Figure 1. Routed metal, one colour a layer (run 1).
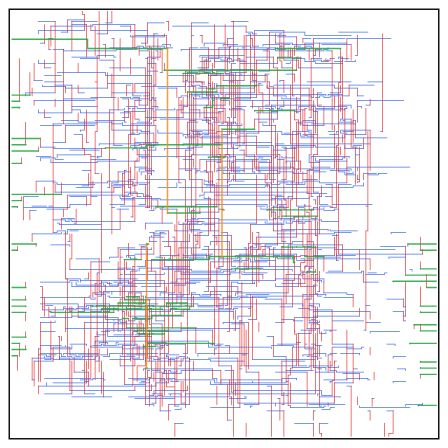
Figure 2. Clock distribution (run 1).
Bar = 20 um.
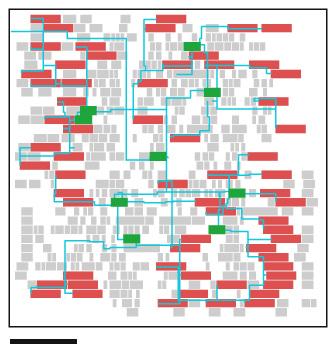
Figure 3. The metal 3 layer (run 1).
Bar = 20 um.
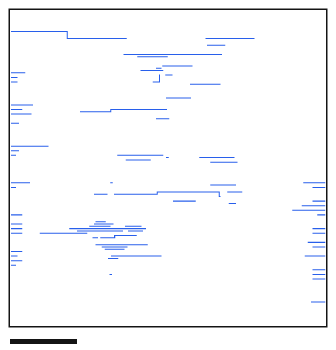
`config.mk`:
```
export PLATFORM = sky130hd
export DESIGN_NAME = trap_load_sequencer
export DESIGN_NICKNAME = d
export VERILOG_FILES = /design/src/rtl/tls_pkg.sv /design/src/rtl/tree_path_decoder.sv /design/src/rtl/trap_load_sequencer.sv
export SDC_FILE = /design/constraint.sdc
export NUM_CORES = 1
export LEC_CHECK = 0
export CORE_UTILIZATION = 45
export DETAILED_ROUTE_END_ITERATION = 10
export PLACE_DENSITY_LB_ADDON = 0.12
export SYNTH_ARGS = -nofsm -noshare
export SYNTH_HDL_FRONTEND = slang
export SYNTH_SLANG_ARGS = --single-unit
```
`constraint.sdc`:
```
create_clock -name clk -period 6 [get_ports clk]
set_input_delay 1.2 -clock clk [delete_from_list [all_inputs] [get_ports clk]]
set_output_delay 1.2 -clock clk [all_outputs]
set_load 0.01 [all_outputs]
```
`src/rtl/tls_pkg.sv`:
```
// rtl/tls_pkg.sv - shared types and helpers for the trap load sequencer
package tls_pkg;

    typedef enum logic [2:0] {
        ST_IDLE,
        ST_SETTLE,
        ST_FILL,
        ST_RELAX,
        ST_FINISH
    } state_t;

    // Widest leaf mask the priority encoder handles (DEPTH <= 6).
    localparam int MAX_LEAVES = 64;

    function automatic int leaves_of(input int depth);
        return 1 << depth;
    endfunction

    function automatic int edges_of(input int depth);
        return (2 << depth) - 2;
    endfunction

    function automatic int lowest_set_bit(input logic [MAX_LEAVES-1:0] mask);
        int idx;
        idx = 0;
        for (int i = MAX_LEAVES - 1; i >= 0; i--) begin
            if (mask[i]) idx = i;
        end
        return idx;
    endfunction

endpackage

```
`src/rtl/tree_path_decoder.sv`:
```
// rtl/tree_path_decoder.sv - leaf index to root-to-leaf valve vector (heap order)
module tree_path_decoder
    import tls_pkg::*;
#(
    parameter int DEPTH = 3
) (
    input  logic [DEPTH-1:0]           leaf,
    output logic [edges_of(DEPTH)-1:0] valves
);

    // Heap node of the leaf is LEAVES+leaf; each right shift climbs one level.
    always_comb begin
        logic [DEPTH:0] node;
        valves = '0;
        node   = '0;
        for (int k = 0; k < DEPTH; k++) begin
            node = {1'b1, leaf} >> k;
            valves[int'(node) - 2] = 1'b1;
        end
    end

endmodule

```
`src/rtl/trap_load_sequencer.sv`:
```
// rtl/trap_load_sequencer.sv - per-trap valve/pump sequencer for a binary distribution tree
module trap_load_sequencer
    import tls_pkg::*;
#(
    parameter int DEPTH  = 3,
    parameter int FILL_W = 16,
    parameter int SETTLE = 4
) (
    input  logic                        clk,
    input  logic                        rst_n,
    input  logic                        start,
    input  logic                        abort,
    input  logic                        pause,
    input  logic [leaves_of(DEPTH)-1:0] leaf_mask,
    input  logic [FILL_W-1:0]           fill_cycles,
    output logic [edges_of(DEPTH)-1:0]  valve_open,
    output logic                        pump_on,
    output logic [DEPTH-1:0]            cur_leaf,
    output logic                        busy,
    output logic                        done,
    output logic                        aborted
);

    localparam int LEAVES = leaves_of(DEPTH);
    localparam int EDGES  = edges_of(DEPTH);
    localparam int CNT_W  = (FILL_W > $clog2(SETTLE + 1)) ? FILL_W : $clog2(SETTLE + 1);
    localparam logic [CNT_W-1:0] SETTLE_LAST = CNT_W'(SETTLE - 1);

    state_t              state, state_n;
    logic [CNT_W-1:0]    cnt, cnt_n;
    logic [LEAVES-1:0]   mask_q, mask_n, remaining;
    logic [FILL_W-1:0]   fill_q, fill_n;
    logic [DEPTH-1:0]    leaf_n;
    logic [EDGES-1:0]    path_valves;
    logic                path_active;
    logic                cnt_zero;

    tree_path_decoder #(.DEPTH(DEPTH)) u_path (
        .leaf   (cur_leaf),
        .valves (path_valves)
    );

    assign busy        = (state != ST_IDLE);
    assign path_active = (state == ST_SETTLE) || (state == ST_FILL) || (state == ST_RELAX);

    always_comb begin
        state_n   = state;
        cnt_n     = cnt;
        mask_n    = mask_q;
        fill_n    = fill_q;
        leaf_n    = cur_leaf;
        cnt_zero  = (cnt == '0);
        remaining = mask_q & ~(LEAVES'(1) << cur_leaf);
        case (state)
            ST_IDLE: begin
                if (start) begin
                    mask_n = leaf_mask;
                    fill_n = fill_cycles;
                    if (leaf_mask == '0) begin
                        state_n = ST_FINISH;
                    end else begin
                        leaf_n  = DEPTH'(lowest_set_bit(MAX_LEAVES'(leaf_mask)));
                        cnt_n   = SETTLE_LAST;
                        state_n = ST_SETTLE;
                    end
                end
            end
            ST_SETTLE: begin
                if (!pause) begin
                    if (!cnt_zero) begin
                        cnt_n = cnt - 1'b1;
                    end else if (fill_q == '0) begin
                        cnt_n   = SETTLE_LAST;
                        state_n = ST_RELAX;
                    end else begin
                        cnt_n   = CNT_W'(fill_q - 1'b1);
                        state_n = ST_FILL;
                    end
                end
            end
            ST_FILL: begin
                if (!pause) begin
                    if (!cnt_zero) begin
                        cnt_n = cnt - 1'b1;
                    end else begin
                        cnt_n   = SETTLE_LAST;
                        state_n = ST_RELAX;
                    end
                end
            end
            ST_RELAX: begin
                if (!pause) begin
                    if (!cnt_zero) begin
                        cnt_n = cnt - 1'b1;
                    end else begin
                        mask_n = remaining;
                        if (remaining == '0) begin
                            state_n = ST_FINISH;
                        end else begin
                            leaf_n  = DEPTH'(lowest_set_bit(MAX_LEAVES'(remaining)));
                            cnt_n   = SETTLE_LAST;
                            state_n = ST_SETTLE;
                        end
                    end
                end
            end
            ST_FINISH: state_n = ST_IDLE;
            default:   state_n = ST_IDLE;
        endcase
        if (abort && busy) begin
            state_n = ST_IDLE;
        end
    end

    // Outputs follow the state one cycle later, except abort, which clears them at its own edge.
    always_ff @(posedge clk or negedge rst_n) begin
        if (!rst_n) begin
            state      <= ST_IDLE;
            cnt        <= '0;
            mask_q     <= '0;
            fill_q     <= '0;
            cur_leaf   <= '0;
            valve_open <= '0;
            pump_on    <= 1'b0;
            done       <= 1'b0;
            aborted    <= 1'b0;
        end else begin
            state    <= state_n;
            cnt      <= cnt_n;
            mask_q   <= mask_n;
            fill_q   <= fill_n;
            cur_leaf <= leaf_n;
            if (abort && busy) begin
                valve_open <= '0;
                pump_on    <= 1'b0;
                done       <= 1'b0;
                aborted    <= 1'b1;
            end else begin
                valve_open <= path_active ? path_valves : '0;
                pump_on    <= (state == ST_FILL) && !pause;
                done       <= (state == ST_FINISH);
                aborted    <= 1'b0;
            end
        end
    end

endmodule
```
==> flow_summary_export.csv, run 1 <==
group,metric,value,unit
global_route,grt_pass1_vias,3067,
global_route,gr-total-overflow,0,
layout,largestClassByArea,"multi-input combinational cells",
global_route,grt_pass1_wl,15.4,mm
global_route,busiest_layer,"met1",
cts,cts_made_buffers,9,
cts,h-tree-depth,3,
layout,logic_area,2100,um2
min_path,hold_end,"mask_q[0]",
power,intPower,0.00114,W
synthesis,yosys.area.top_type,"dfrtp_1",
layout,nFillCells,761,
route,wl,9.14,mm
placed_design,post_dp_cell_area,4360,um2
cts,cts_resized,0,
power,power_leakage,1.91,nW
cts,clk_latency,0.34,ns
timing,min_period,3.31,ns
setup_path,path_cells,"nor2_1 -> nand2_1 -> clkdlybuf4s50_1",
die,die_area,8800,um2
synthesis,ys_cells,434,
synthesis,most_common_cell,"dfrtp_1",
route,wl_met1,4.62,mm
route,drc_errors,0,
timing,relSlewSlack,33.3,%
placed_design,dp_hpwl,6.60,mm
outcome,outcome,"completed",
layout,drive_gt1_share,9.73,%
layout,seq_share,34.2,%
die,die_w,93.8,um
global_route,grt_max_degree,64,
die,fp_util,46.4,%
cts,ctsHoldBuffers,0,
setup_path,crit_path_top_delay_cell,"nor2_1",
die,num_rows,33,
route,wl_per_cell,15.5,um
power,vdd_drop_max,0.000213,V
route,vias,3356,
layout,fin_nets,515,
synthesis,synthTopCellsByCount,"63 x dfrtp_1, 50 x nor2_1, 45 x o21ai_0",
setup_path,critPathArrivalTime,2.11,ns
synthesis,postSynth.asyncResetShare,100,%
global_route,grtUsageMet2,32.7,%
timing,fin_setup_tns,0,ns
power,top_power_group,"combinational logic",
setup_path,cp-startpoint,"state[0]",
setup_path,crit_family,"simple AND/OR/NAND/NOR gates",
synthesis,syn_area_per_cell,8.74,um2
layout,comb_share,45.5,%
timing,worst_slack,2.69,ns
layout,logic_gates,340,
placed_design,gp_congestion,0.936,
power,clkPwrFrac,24.1,%
placed_design,placed_cells,572,
layout,inv_count,11,
die,core,8180,um2
power,power.net_switching,0.000771,W
synthesis,fa_ha_area_share,2.64,%
power,total_power,0.00191,W
route,dr_wl_met2,3.91,mm
timing,hold_violations,0,
synthesis,xor_area_share,3.23,%
timing,fmax,302,MHz
global_route,antenna_found_initial,0,
synthesis,syn-cell-area,3790,um2
setup_path,cp-endpoint,"busy",
cts,clockBufferDepth,2,
cts,cts_tree,"done",
layout,finalNonFillerCells,588,
synthesis,ys_area,3790,um2
route,top_layer,"met4",
timing,whs,0.496,ns
setup_path,cp_slowest_stage_delay,0.56,ns
die,die_y,93.8,um
setup_path,reg2reg_setup_slack,3.31,ns
min_path,whs_path_depth,2,
synthesis,top_cells_by_area,"dfrtp_1 42%, o21ai_0 5.9%, nor2_1 5.0%",
layout,final_cell_area,4610,um2
power,p_sw_share,40.3,%
power,p_seq_share,37.1,%
synthesis,compound_area_share,17.5,%
cts,cts_setup_buffers,0,
power,powerClk,0.000461,W
flow_run,max_cap_violations,0,
synthesis,mux_share,5.61,%
layout,diodes,0,
setup_path,worstSetupPathType,"flop to output pin",
timing,slew_violations,0,
layout,fin_util,56.3,%
setup_path,crit_path_start_kind,"flop",
cts,clkSinkCount,63,
setup_path,r2r_end,"cnt[7]",
timing,rsz0062_at_grt,"false",
power,cellPowerDensity,416,nW/um2
layout,final_common_cell,"dfrtp_1",
placed_design,io_buffers,49,
setup_path,crit_buf_inv,1,
synthesis,ys_warn_count,0,
route,vias_per_cell,5.71,
route,dr.pass1.iters,5,
layout,flops,63,
synthesis,topCombFamilyByArea,"simple AND/OR/NAND/NOR gates",
route,drt_iter0_markers,197,
placed_design,dp_slack,2.63,ns
layout,top_regs,"cnt (16), fill_q (16), valve_open (14)",
synthesis,synth_nets,471,
cts,clockRootBuffer,"clkbuf_8",
cts,path_clk_slew,0.08,ns
synthesis,synthCells,434,
layout,final_cell_mix,"63 x dfrtp_1, 50 x nor2_1, 48 x clkdlybuf4s50_1, 44 x nand2_1, 44 x o21ai_0",
layout,n_all_buffers,53,
synthesis,synth-edff-count,0,
layout,clock_cell_area_share,5.32,%
setup_path,required,4.80,ns
die,io_pins,50,
flow_run,warnings,31,
synthesis,ff_type,"dfrtp_1",
setup_path,endpoint_kind,"output pin",
setup_path,worstSetupPathDepth,3,
layout,buffer_area_share,11.2,%
global_route,use_met1,33.2,%
timing,skew,0.00794,ns
-- Figure 1 (at the start) --
[M3] green | wire length: 520 um
[M4] orange | wire length: 91.1 um
[M1] blue | wire length: 4620 um
[M2] red | wire length: 3910 um

-- Figure 2 (at the start) --
[clock wires] cyan | length: 920 um
[flip-flops] red | count: 63
[clock-net drivers] green | count: 9
routed clock nets: 10
flops lie: all over the die

-- Figure 3 (at the start) --
share of all routed wire: 5.7%
longest straight run: 29.0 um
nets with wire on the layer: 68
main direction: horizontal
wire length on this layer: 520 um

==> run 2: changes to the inputs <==
clock period = 2.7 ns   (was 6 ns; I/O delays follow)
Figure 4. Routed metal, one colour a layer (run 2).
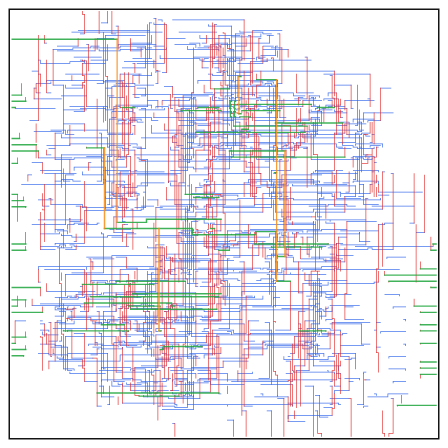
[M4] orange | wire length: 156 um
[M3] green | wire length: 611 um
[M1] blue | wire length: 4700 um
[M2] red | wire length: 3950 um
final WL: 9.42 mm
via count of the routed design: 3476
WL per Instance: 15.5 um
total track usage: 23.1%

Figure 5. Clock distribution (run 2).
Bar = 20 um.
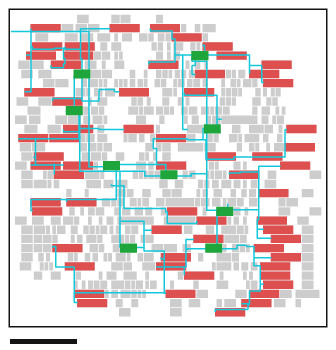
[clock wires] cyan | length: 926 um
[flip-flops] red | count: 63
[clock-net drivers] green | count: 9
routed clock nets: 10
flops lie: all over the die

==> run 2 against run 1 <==
  * Cell count rose by 3.4%
  * Sequential share of layout area is 1.0 points lower
  * Largest power group unchanged
  * Design area rose by 3.0%
  * Routed wire length rose by 3.0%
  * Via count increased by 3.6%
  * Highest routed layer unchanged
  * Critical path depth grew 3
  * Utilization is 1.7 points higher
  * Clock skew grew 0.0032 ns
  * Largest cell class unchanged
  * First-iteration DRC count rose by 38%
  * Global-route usage grew 0.61 points
==> flow_summary_export.csv, run 2 <==
group,metric,value,unit
cts,cts_tree,"done",
layout,fin_nets,535,
cts,clk_latency,0.35,ns
setup_path,endpoint_kind,"flop",
synthesis,ys_cells,434,
die,die_w,93.8,um
global_route,grtUsageMet2,32.9,%
synthesis,synthTopCellsByCount,"63 x dfrtp_1, 50 x nor2_1, 45 x o21ai_0",
cts,ctsHoldBuffers,0,
timing,fin_setup_tns,0,ns
layout,final_cell_area,4750,um2
setup_path,path_cells,"or3_4 -> or2_1 -> nor4_4 -> o21ai_2 -> a311oi_4 -> mux2_1",
power,power_leakage,2.00,nW
cts,h-tree-depth,3,
setup_path,r2r_end,"cur_leaf[2]",
setup_path,worstSetupPathDepth,6,
layout,logic_gates,340,
cts,clkSinkCount,63,
cts,cts_setup_buffers,0,
synthesis,compound_area_share,17.5,%
setup_path,crit_path_start_kind,"flop",
synthesis,syn_area_per_cell,8.74,um2
setup_path,cp-endpoint,"cur_leaf[2]",
cts,cts_made_buffers,9,
synthesis,ys_area,3790,um2
synthesis,postSynth.asyncResetShare,100,%
power,p_sw_share,40.1,%
global_route,grt_max_degree,64,
route,drc_errors,0,
synthesis,syn-cell-area,3790,um2
setup_path,crit_family,"simple AND/OR/NAND/NOR gates",
power,intPower,0.00259,W
outcome,outcome,"completed",
placed_design,post_dp_cell_area,4520,um2
die,num_rows,33,
power,clkPwrFrac,21.7,%
global_route,busiest_layer,"met1",
placed_design,io_buffers,49,
synthesis,synth_nets,471,
layout,fin_util,58.1,%
setup_path,crit_buf_inv,0,
flow_run,warnings,31,
synthesis,ff_type,"dfrtp_1",
synthesis,top_cells_by_area,"dfrtp_1 42%, o21ai_0 5.9%, nor2_1 5.0%",
route,dr.pass1.iters,5,
route,vias_per_cell,5.72,
synthesis,topCombFamilyByArea,"simple AND/OR/NAND/NOR gates",
synthesis,most_common_cell,"dfrtp_1",
power,powerClk,0.000938,W
placed_design,gp_congestion,0.956,
timing,relSlewSlack,67.0,%
layout,comb_share,44.2,%
route,dr_wl_met2,3.95,mm
synthesis,synthCells,434,
power,top_power_group,"combinational logic",
synthesis,fa_ha_area_share,2.64,%
global_route,use_met1,35.0,%
placed_design,placed_cells,592,
die,die_area,8800,um2
layout,top_regs,"cnt (16), fill_q (16), valve_open (14)",
layout,final_common_cell,"dfrtp_1",
global_route,gr-total-overflow,0,
power,cellPowerDensity,910,nW/um2
synthesis,synth-edff-count,0,
die,core,8180,um2
power,total_power,0.00432,W
cts,clockRootBuffer,"clkbuf_8",
layout,inv_count,11,
cts,clockBufferDepth,2,
power,vdd_drop_max,0.000396,V
timing,fmax,409,MHz
placed_design,dp_hpwl,6.84,mm
layout,clock_cell_area_share,4.69,%
timing,min_period,2.45,ns
timing,hold_violations,0,
die,fp_util,46.4,%
layout,drive_gt1_share,13.1,%
route,top_layer,"met4",
layout,logic_area,2100,um2
global_route,grt_pass1_vias,3161,
layout,nFillCells,759,
setup_path,critPathArrivalTime,2.67,ns
timing,skew,0.0111,ns
timing,rsz0062_at_grt,"false",
setup_path,crit_path_top_delay_cell,"or3_4",
cts,cts_resized,0,
layout,finalNonFillerCells,608,
global_route,grt_pass1_wl,15.6,mm
die,die_y,93.8,um
layout,final_cell_mix,"63 x dfrtp_1, 50 x nor2_1, 48 x clkdlybuf4s50_1, 44 x nand2_1, 44 x o21ai_0",
layout,n_all_buffers,73,
layout,flops,63,
global_route,grtUsageMet3,3.64,%
setup_path,cp-startpoint,"cnt[8]",
layout,seq_share,33.2,%
placed_design,dp_slack,0.0767,ns
layout,buffer_area_share,14.3,%
timing,worst_slack,0.254,ns
flow_run,max_cap_violations,0,
cts,path_clk_slew,0.07,ns
synthesis,yosys.area.top_type,"dfrtp_1",
setup_path,required,2.93,ns
synthesis,ys_warn_count,0,
setup_path,cp_slowest_stage_delay,0.42,ns
layout,largestClassByArea,"multi-input combinational cells",
setup_path,reg2reg_setup_slack,0.25,ns
Figure 6. The metal 3 layer (run 2).
Bar = 20 um.
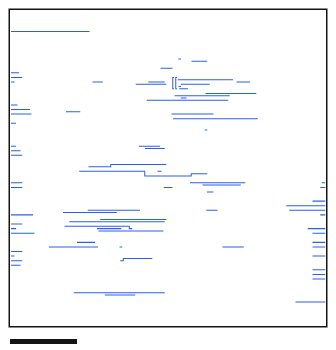
nets with wire on the layer: 71
longest straight run: 28.1 um

Power is estimated from default activity; no workload was simulated.
